==> config.mk <==
export PLATFORM = sky130hd
export DESIGN_NAME = tag_arbiter_sa
export DESIGN_NICKNAME = d
export VERILOG_FILES = /design/src/rtl/tag_arbiter_sa.sv
export SDC_FILE = /design/constraint.sdc
export NUM_CORES = 2
export LEC_CHECK = 0
export CAP_MARGIN = 25
export CORE_ASPECT_RATIO = 1.5
export CORE_MARGIN = 8
export CORE_UTILIZATION = 46
export CTS_BUF_LIST = sky130_fd_sc_hd__clkbuf_16
export DETAILED_ROUTE_END_ITERATION = 8
export HOLD_SLACK_MARGIN = 0.03
export PLACE_DENSITY = 0.57
export SKIP_LAST_GASP = 1
export SYNTH_ARGS = -nofsm -noshare
export SYNTH_HDL_FRONTEND = slang
export SYNTH_SLANG_ARGS = --single-unit
==> constraint.sdc <==
create_clock -name clk -period 5 [get_ports clk]
set_input_delay 1 -clock clk [delete_from_list [all_inputs] [get_ports clk]]
set_output_delay 1 -clock clk [all_outputs]
set_load 0.005 [all_outputs]
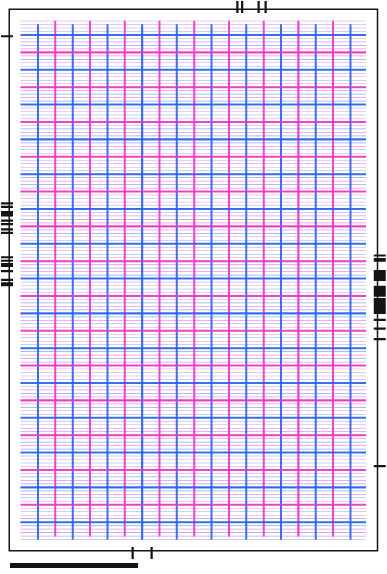
power_grid.png
Bar = 100 um. Pins as bars on the die edge.
color	net
magenta	VDD
blue	VSS
signal pins	52
rows	149
die width: 287 um
die height: 422 um
core region area: 109000 um^2

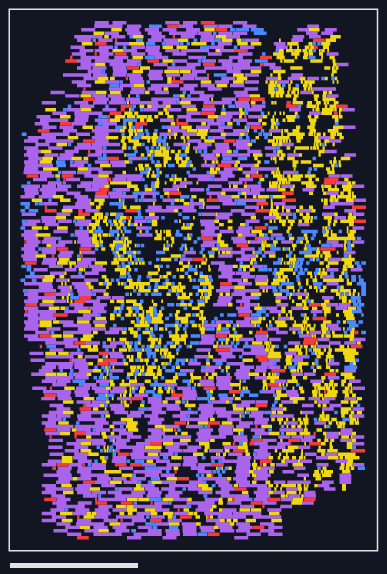
placement_by_type.png
Bar = 100 um.
color	class	cells
yellow	combinational and other logic	2015
blue	other buffers and delay cells	756
purple	flops	1108
red	clock drivers and dummy loads	193
Seq area share: 0.523
final core occ: 0.563
Final Cell Area: 61600 um^2

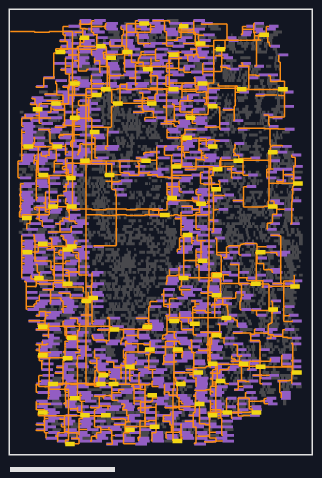
clk_routes.png
Bar = 100 um.
[purple] flip-flops | count: 1108
[orange] clock wires | length: 13200 um
[yellow] clock drivers | count: 103
flops lie	widely spread
skew final: 25.1 ps
clock-net power: 7.94 mW

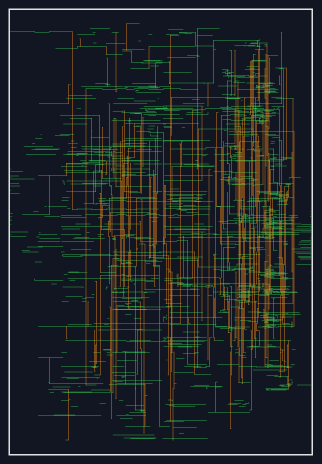
wires.png
Only two layers are drawn.
color	layer	wire length
orange	metal 4	15600 um
green	metal 3	14400 um
GRT Util Overall: 0.307
Avg WL per Cell: 34.2 um

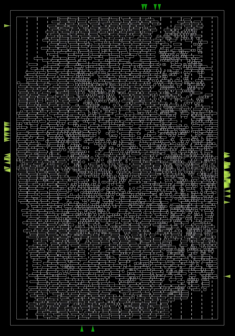
placement.png
registers: 1108
tap cells: 1434

==> CHANGELOG.md <==
### Metrics

* Drt drc at 0
* Worst-path cell chain: buf_16 > buf_16 > buf_12 > buf_12 > buf_12 > buf_16 > buf_4 > mux4_2 > mux2i_1 > buf_4 > nor2_1 > a211oi_1 > o211ai_1 > o21ai_1 > nor3b_4 > a21oi_4 > nand2_4 > nor2_4 > buf_6 > o21a_1 > buf_2
* Syn Inst Count at roughly 3.4k
* CP max stage cell: mux4_2
* IO buf count at around 51
* CTS hold repair buffers at 0
* Syn_area_per_cell at 15.0 um^2
* RSZ-0062 raised after global routing: yes
* Initial Util at 0.462
* EDFF count, synth at between 800 and 900
* Post-Syn Nets at between 3k and 4k
* Synth unique cells at 94
* Synthesized area at 50600 um^2
* Top-count cell post-synth: edfxtp_1
* Failing checks: setup timing
* Root Driver: clkbuf_16
* Worst setup path class: primary input to output pin
* Layout area overhead at 21.8%
* Startpoint types: primary input
* Final net count at between 4k and 5k
* # rows at 149
* Dominant cell area share at 0.532
* Worst Path Required at 4000 ps
* Maximum VDD drop at about 480 uV
* Path category of the worst min-delay check: primary input to async pin
* Total wire length at 188 mm
* Top cells, area: edfxtp_1 53%, dfrtp_1 10%, mux4_2 9.9%, mux2i_1 3.9%, o21ai_0 2.1%
* DP Wirelength at between 100 and 150 mm
* Ys flops at 1108
* Period utilization at 1.05
* Slew @ Worst Pin at between 1000 and 1500 ps
* P_leak at 22.5 nW
* Worst path bufs/invs at 10
* Post-synth ARST share at 0.191
* Vias per cell at about 6.4
* Tmin final at approximately 5200 ps
* Yosys stat area at about 50000 um^2
* Max clock buf depth at 3
* Commonest flop: edfxtp_1
* CP arrival at ~4200 ps
* CP endpoint kind: output pin
* Setup WS post-layout at -230 ps
* Area leader, netlist: edfxtp_1
* Slew HR at 0.253
* Synth warn at 0
* Routed via count at 35.2k
* TritonCTS clock tree: built
* Power density cells at roughly 450 nW/um^2
* Number of routed nets with antenna violations at 0
* Worst Reg-to-Reg Cells at 18
* # IOs at between 50 and 60
* Slowest stage delay, CP at just over 400 ps
* Setup-failing EPs final at 5
* Antenna violations before repair at 9
* Initial DRC count at roughly 4.1k
* Cell family with the largest share of critical-path delay: buffers and inverters
* OpenROAD warnings at 32
* Fmax at ~190 MHz
* Yosys Instances at 3376
* Vias in the first global route at 35.5k
* Total CTS buffers at 103
* Overall die area at approximately 120000 um^2
* CTS HTree Levels at 3
* DRT Pass-1 Iters at 6
* Clk_lat worst skew at approximately 740 ps
* Setup slack, reg-to-reg at roughly 560 ps
* Max Cap Violations at 0
* GRT Residual Overflow at 0
* Sequential area share after synthesis at 0.637
* Status: finished, violations left
* CTS Sinks at roughly 1.1k
* Global-route wire length before repair at between 200 and 300 mm
* Synth cell count leaders: 896 x edfxtp_1, 276 x nand2_1, 222 x mux4_2
* GPL Wtd Cong at between 1 and 1.5
* Place WS at -1070 ps
* Share of cells above drive strength 1 at 0.308
==> placed cells by master, fill, tap and decap left out, drive strengths merged, types with 42 or more instances in the layout <==
cell    count
nand3      45
a22oi      64
o211ai     49
buf       716
mux2i     195
nor2      190
clkinv     42
mux4      241
edfxtp    896
o21ai     218
nand2     276
mux2       52
a21oi      80
xnor2      62
dfrtp     212
a22o       54
inv        78
clkbuf    104
==> power breakdown <==
group | switching [mW] | leakage, nW | internal [mW]
registers | 1.06 | 10.9 | 11.8
logic | 4.60 | 9.86 | 2.62
clock network | 3.61 | 1.76 | 4.34
==> per-layer routing <==
layer  routed length [um]  vias up  track usage
met5                    8        -            0
met4                15600        2        0.212
met3                14400      555       0.0499
met2                92300     2080        0.510
met1                66100    18100        0.362
li1                     -    14500            -
==> repair_timing <==
| item | 4_1_cts | 5_1_grt |
|---|---|---|
| endpoints found under the setup margin | 7 | 8 |
| setup buffers | 44 | 14 |
| gates cloned | 3 | 0 |
| resized | 121 | 17 |
| pin swaps | 33 | 19 |
| hold endpoints to repair | 0 | 0 |
==> metrics by stage <==
| stage | setup TNS, ps | hold slack [ps] | instances | cell area, um^2 | utilization |
|---|---|---|---|---|---|
| 5_1_grt | -1250 | 207 | 5507 | 61600 | 0.563 |
| 3_3_place_gp | -78050 | 458 | 5253 | 57000 | 0.521 |
| 2_1_floorplan | 0 | 443 | 3376 | 50600 | - |
| 6_report | -658 | 202 | 5508 | 61600 | 0.563 |
| 3_5_place_dp | -76580 | 467 | 5256 | 57100 | 0.521 |
| 4_1_cts | -635 | 166 | 5493 | 61300 | 0.561 |
==> cells by family (layout without fill, tap and decap cells) <==
kind of cell	Yosys count	count (layout)	share of synthesized area
AOI/OAI and AO/OA	728	728	0.0981
xor gates and xnor gates	70	70	0.0121
adders and majority gates	4	4	0.000990
and+or+nand+nor	679	679	0.0610
muxes	488	488	0.159
other	0	2	0
buffers and inverters	299	995	0.0318
DFF	1108	1108	0.637
==> layout make-up <==
cell class	instances	area, um^2	area share
Clock inverter	89	774	0.0126
Clock buffer	104	2600	0.0423
Inverter	46	174	0.00282
Antenna cell	2	5.00	0.0000813
Timing Repair Buffer	756	6830	0.111
Sequential cell	1108	32200	0.523
Tap cell	1434	1790	0.0291
Multi-Input combinational cell	1969	17200	0.279
Power figures rest on the tool's default switching activity, not on a simulated workload.
